[src/rtl/mx_exp_scheduler_pkg.sv]
// Shared constants and types for the shared-exponent scheduler.
package mx_exp_scheduler_pkg;

  localparam int FP16_W       = 16;
  localparam int BLK_N        = 32;
  localparam int BLK_W        = FP16_W * BLK_N;
  localparam int EXP_W        = 5;
  localparam int DEF_DEPTH    = 8;
  localparam int DEF_TREE_LAT = 5;

  // One buffered result: the requester that issued the block and its exponent.
  typedef struct packed {
    logic             src;
    logic [EXP_W-1:0] exp;
  } res_entry_t;

endpackage

[src/rtl/mx_sched_fifo.sv]
// Synchronous FIFO with a registered occupancy count. Simultaneous read and
// write are allowed; a read when empty is ignored, and a write when full is
// dropped and flagged by an assertion (callers guarantee it never happens).
module mx_sched_fifo #(
  parameter int W     = 1,
  parameter int DEPTH = 8
) (
  input  logic                         clk_i,
  input  logic                         rst_i,
  input  logic                         wr_en_i,
  input  logic [W-1:0]                 wr_data_i,
  input  logic                         rd_en_i,
  output logic [W-1:0]                 rd_data_o,
  output logic                         empty_o,
  output logic [$clog2(DEPTH+1)-1:0]   count_o
);

  localparam int AW = (DEPTH > 1) ? $clog2(DEPTH) : 1;
  localparam int CW = $clog2(DEPTH + 1);
  localparam logic [AW-1:0] LAST_PTR = AW'(DEPTH - 1);
  localparam logic [CW-1:0] FULL_CNT = CW'(DEPTH);

  logic [W-1:0]  mem_q [DEPTH];
  logic [AW-1:0] wr_ptr_q, wr_ptr_d;
  logic [AW-1:0] rd_ptr_q, rd_ptr_d;
  logic [CW-1:0] count_q, count_d;
  logic          full;
  logic          do_wr;
  logic          do_rd;

  // Pointer wrap and occupancy bookkeeping.
  always_comb begin
    full     = (count_q == FULL_CNT);
    do_wr    = wr_en_i && !full;
    do_rd    = rd_en_i && (count_q != '0);
    wr_ptr_d = wr_ptr_q;
    rd_ptr_d = rd_ptr_q;
    count_d  = count_q;
    if (do_wr) wr_ptr_d = (wr_ptr_q == LAST_PTR) ? '0 : wr_ptr_q + AW'(1);
    if (do_rd) rd_ptr_d = (rd_ptr_q == LAST_PTR) ? '0 : rd_ptr_q + AW'(1);
    case ({do_wr, do_rd})
      2'b10:   count_d = count_q + CW'(1);
      2'b01:   count_d = count_q - CW'(1);
      default: count_d = count_q;
    endcase
  end

  // Pointer and count registers.
  always_ff @(posedge clk_i or posedge rst_i) begin
    if (rst_i) begin
      wr_ptr_q <= '0;
      rd_ptr_q <= '0;
      count_q  <= '0;
    end else begin
      wr_ptr_q <= wr_ptr_d;
      rd_ptr_q <= rd_ptr_d;
      count_q  <= count_d;
    end
  end

  // Storage array; contents are don't-care until written.
  always_ff @(posedge clk_i) begin
    if (do_wr) mem_q[wr_ptr_q] <= wr_data_i;
  end

  assign rd_data_o = mem_q[rd_ptr_q];
  assign empty_o   = (count_q == '0);
  assign count_o   = count_q;

  // Occupancy accounting upstream must make this impossible.
  a_no_overflow: assert property (@(posedge clk_i) disable iff (rst_i) !(wr_en_i && full));

endmodule

[src/rtl/mx_exp_scheduler.sv]
// Arbitrates two block requesters onto the shared-exponent tree under a
// credit pool, tracks the source of each issued block in order, and buffers
// tree results for a valid/ready consumer.
//
// Handshakes: a transfer happens in a cycle where valid and ready are both
// high. Requester ready is combinational from the valids, the round-robin
// pointer and the registered occupancy counts; it never looks at res_ready.
// res_valid is high whenever a result is buffered and the head entry is held
// until res_ready is seen with it.
module mx_exp_scheduler
  import mx_exp_scheduler_pkg::*;
#(
  parameter int DEPTH    = DEF_DEPTH,
  parameter int TREE_LAT = DEF_TREE_LAT
) (
  input  logic             CLK,
  input  logic             RST,
  input  logic             req0_valid,
  input  logic [BLK_W-1:0] req0_data,
  output logic             req0_ready,
  input  logic             req1_valid,
  input  logic [BLK_W-1:0] req1_data,
  output logic             req1_ready,
  output logic             tree_enable,
  output logic [BLK_W-1:0] tree_data,
  input  logic             tree_done,
  input  logic [EXP_W-1:0] tree_max_exp,
  output logic             res_valid,
  input  logic             res_ready,
  output logic [EXP_W-1:0] res_exp,
  output logic             res_src,
  output logic             err_orphan
);

  localparam int CW = $clog2(DEPTH + 1);
  localparam logic [CW:0] DEPTH_C = DEPTH[CW:0];

  // prio_q names the requester that wins when both are valid.
  logic             prio_q, prio_d;
  logic             tree_en_q;
  logic [BLK_W-1:0] tree_data_q, tree_data_d;
  logic             err_orphan_q;

  logic [CW-1:0]    tag_cnt;
  logic [CW-1:0]    res_cnt;
  logic             tag_empty;
  logic             res_empty;
  logic             tag_head;
  res_entry_t       res_wr;
  res_entry_t       res_head;

  logic             credit_ok;
  logic             gnt0;
  logic             gnt1;
  logic             hs_any;
  logic             tag_pop;
  logic             res_pop;
  logic             orphan;

  // Credit check, grant, handshake and issue-register next state. A tag is
  // pushed at handshake time so the credit count already covers the block
  // in the very next cycle.
  always_comb begin
    credit_ok   = ({1'b0, tag_cnt} + {1'b0, res_cnt}) < DEPTH_C;
    gnt0        = req0_valid && (!req1_valid || !prio_q);
    gnt1        = req1_valid && (!req0_valid ||  prio_q);
    req0_ready  = gnt0 && credit_ok && !RST;
    req1_ready  = gnt1 && credit_ok && !RST;
    hs_any      = req0_ready || req1_ready;
    prio_d      = prio_q;
    tree_data_d = tree_data_q;
    if (req0_ready) begin
      prio_d      = 1'b1;
      tree_data_d = req0_data;
    end else if (req1_ready) begin
      prio_d      = 1'b0;
      tree_data_d = req1_data;
    end
    orphan      = tree_done && tag_empty;
    tag_pop     = tree_done && !tag_empty;
    res_pop     = !res_empty && res_ready;
    res_wr.src  = tag_head;
    res_wr.exp  = tree_max_exp;
  end

  // Issue register, arbitration pointer and sticky orphan flag.
  always_ff @(posedge CLK or posedge RST) begin
    if (RST) begin
      prio_q       <= 1'b0;
      tree_en_q    <= 1'b0;
      tree_data_q  <= '0;
      err_orphan_q <= 1'b0;
    end else begin
      prio_q       <= prio_d;
      tree_en_q    <= hs_any;
      tree_data_q  <= tree_data_d;
      err_orphan_q <= err_orphan_q | orphan;
    end
  end

  mx_sched_fifo #(
    .W     (1),
    .DEPTH (DEPTH)
  ) u_tag_fifo (
    .clk_i     (CLK),
    .rst_i     (RST),
    .wr_en_i   (hs_any),
    .wr_data_i (req1_ready),
    .rd_en_i   (tag_pop),
    .rd_data_o (tag_head),
    .empty_o   (tag_empty),
    .count_o   (tag_cnt)
  );

  mx_sched_fifo #(
    .W     ($bits(res_entry_t)),
    .DEPTH (DEPTH)
  ) u_res_fifo (
    .clk_i     (CLK),
    .rst_i     (RST),
    .wr_en_i   (tag_pop),
    .wr_data_i (res_wr),
    .rd_en_i   (res_pop),
    .rd_data_o (res_head),
    .empty_o   (res_empty),
    .count_o   (res_cnt)
  );

  assign tree_enable = tree_en_q;
  assign tree_data   = tree_data_q;
  assign res_valid   = !res_empty;
  assign res_exp     = res_empty ? '0 : res_head.exp;
  assign res_src     = res_empty ? 1'b0 : res_head.src;
  assign err_orphan  = err_orphan_q;

  // The credit pool must cover at least one full tree pipeline.
  a_depth_covers_tree: assert property (@(posedge CLK) DEPTH >= TREE_LAT);

endmodule

[config.mk]
export PLATFORM = sky130hd
export DESIGN_NAME = mx_exp_scheduler
export DESIGN_NICKNAME = d
export VERILOG_FILES = /design/src/rtl/mx_exp_scheduler_pkg.sv /design/src/rtl/mx_sched_fifo.sv /design/src/rtl/mx_exp_scheduler.sv
export SDC_FILE = /design/constraint.sdc
export NUM_CORES = 2
export LEC_CHECK = 0
export CAP_MARGIN = 20
export CORE_AREA = 4 4 606 608
export DETAILED_ROUTE_END_ITERATION = 8
export DIE_AREA = 0 0 610 612
export SETUP_SLACK_MARGIN = 0.05
export SLEW_MARGIN = 10
export SYNTH_ARGS = -nofsm -noshare
export SYNTH_HDL_FRONTEND = slang
export SYNTH_SLANG_ARGS = --single-unit
[constraint.sdc]
create_clock -name CLK -period 24 [get_ports CLK]
set_input_delay 2.4 -clock CLK [delete_from_list [all_inputs] [get_ports CLK]]
set_output_delay 2.4 -clock CLK [all_outputs]
set_load 0.005 [all_outputs]
**Met1 routing**

Drawn at 1 px/um. Cells faint in the background.
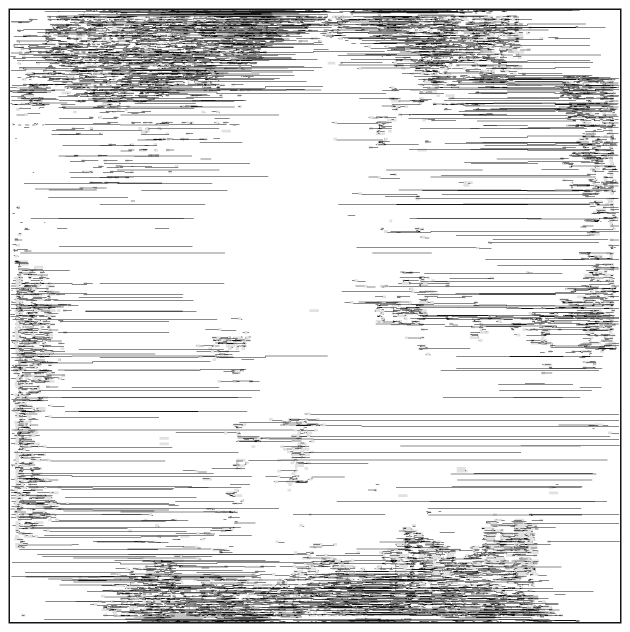
wire length on this layer: 97.7 mm
main direction: horizontal
longest straight run: 313 um
share of all routed wire: 32%

**The metal 2 layer**

Drawn at 1 px/um.
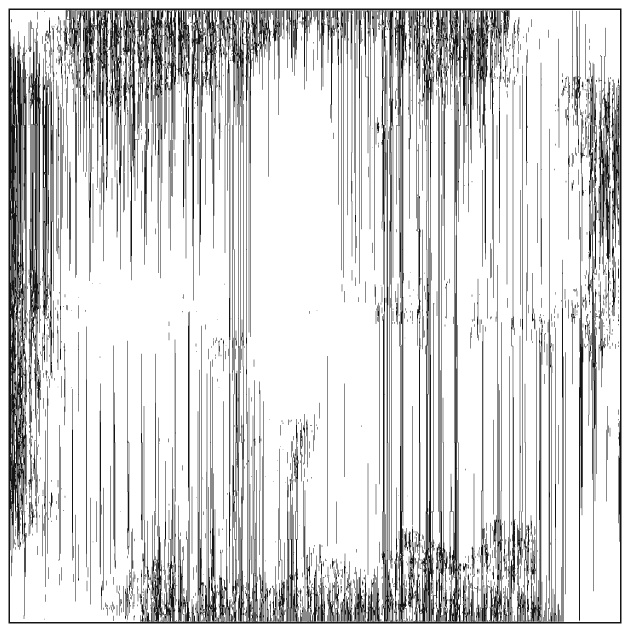
longest straight run: 571 um
main direction: vertical
wire length on this layer: 144 mm
share of all routed wire: 48%

**Signal wires on met3**

Drawn at 1 px/um. Cells faint in the background.
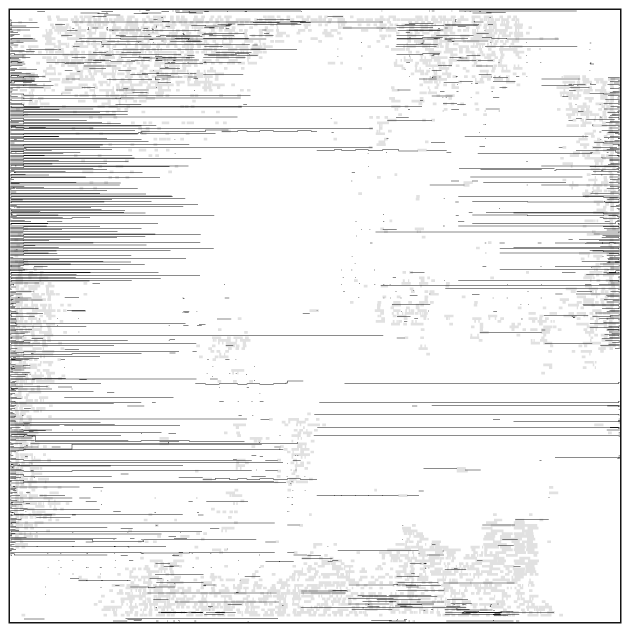
share of all routed wire: 13%
wire length on this layer: 40.7 mm
longest straight run: 378 um
main direction: horizontal
nets with wire on the layer: 934
total wirelength of the detailed-routed design: 302,000 um
vias after detailed routing: 27,200

==> run_results.csv <==
group,metric,value,unit
cts,holdBufCountCts,0,
finish,design_area,0.0508,mm2
yosys,synth.most_common_cell,"sky130_fd_sc_hd__dfrtp_1",
power,leakage,0.0200,uW
cts,path_clk_slew,60,ps
finish,layout_top_cells_excl_fill_tap,"sky130_fd_sc_hd__clkdlybuf4s50_1, sky130_fd_sc_hd__dfrtp_1, sky130_fd_sc_hd__nand2_1, sky130_fd_sc_hd__mux2i_1, sky130_fd_sc_hd__o21ai_0",
critical_path,worstPathCellList,"clkdlybuf4s50_1 > a21boi_4 > buf_4 > buf_4 > buf_4 > buf_4 > buf_4 > buf_4 > mux2i_1 > o21ai_0",
power,top_power_group,"combinational logic",
detailed_routing,avgViaCountPerCell,3.06,
die,die_height,612,um
cts,cts_buffers,83,
critical_path,critical_path_depth,10,
die,dieArea,0.373,mm2
place,post_dp_cell_area,0.0479,mm2
final_timing,fin_ws,15810,ps
yosys,syn-instance-count,2470,
cts,clkLatencyLatePin,800,ps
status,outcome,"finished, final reports clean",
yosys,top_cells_by_area,"sky130_fd_sc_hd__dfrtp_1, sky130_fd_sc_hd__mux2i_1, sky130_fd_sc_hd__o21ai_0",
yosys,synth.logic.top_family,"multiplexers",
yosys,ys_cells,2470,
yosys,synth_largest_type_area_fraction,49.8,%
global_routing,global_route_wire_length_before_repair,355000,um
critical_path,critical_path.startpoint_type,"primary input",
finish,lay_top_count,"sky130_fd_sc_hd__clkdlybuf4s50_1",
cts,cts_setup_buffers,0,
detailed_routing,dr.first_iter.drc_count,2589,
power,combinationalPowerShare,49.6,%
critical_path,r2r_cells,9,
finish,final_layout_size_suffix_gt1_share,4.41,%
finish,fin_nets,5017,
critical_path,reg2reg_from,"prio_q",
yosys,synth_sequential_area_ratio,56.0,%
**Signal wires on met4**

Drawn at 1 px/um. Cells faint in the background.
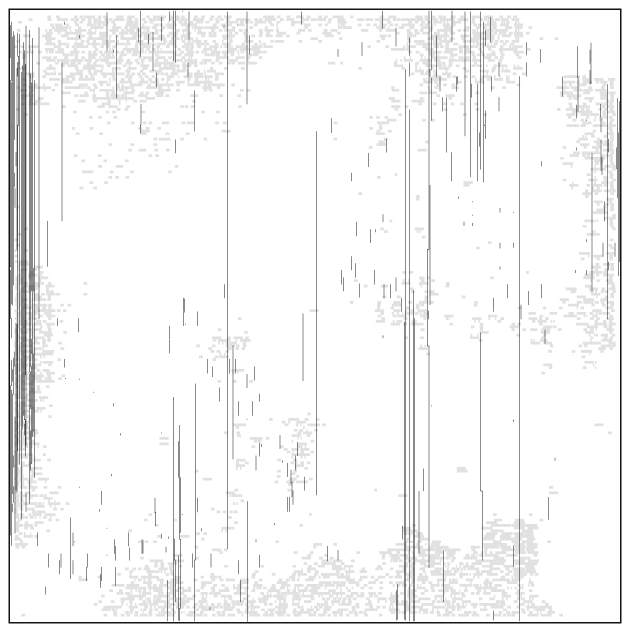
nets with wire on the layer: 241
wire length on this layer: 18,300 um
longest straight run: 551 um
share of all routed wire: 6.1%
main direction: vertical

**Congestion heat map**

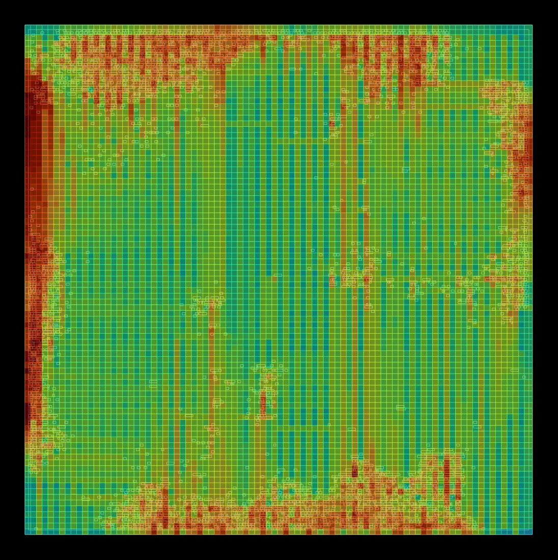
GR Util met1: 15.1%
average wire length per cell after detail routing: 33.9 um
global-route met3 utilization: 8.77%
layer carrying the most global-route usage: met2

## per-layer routing
layer	routed length [um]	global-route usage [%]	vias to the layer above
li1	-	-	11700
met1	97700	15.1	13100
met2	144000	26.1	1677
met3	40700	8.77	637
met4	18300	7.63	132
met5	859	0	-
## final cells by class
type / count / area share [%]
timing repair buffer: 1585 / 31.2
sequential: 591 / 29.6
multi-input combinational: 1683 / 21.5
tap: 4794 / 11.8
clock buffer: 107 / 4.50
clock inverter: 32 / 0.724
antenna: 91 / 0.448
inverter: 19 / 0.155
## kinds of logic (layout without fill, tap and decap cells)
kind of cell / Yosys count / in the layout
other cells: 0 / 91
simple gates: 581 / 581
fa+ha+maj: 19 / 19
compound gates: 537 / 537
mux: 542 / 542
flops: 591 / 591
buf+inv: 196 / 1743
xor+xnor: 4 / 4
Power is estimated from default activity; no workload was simulated.
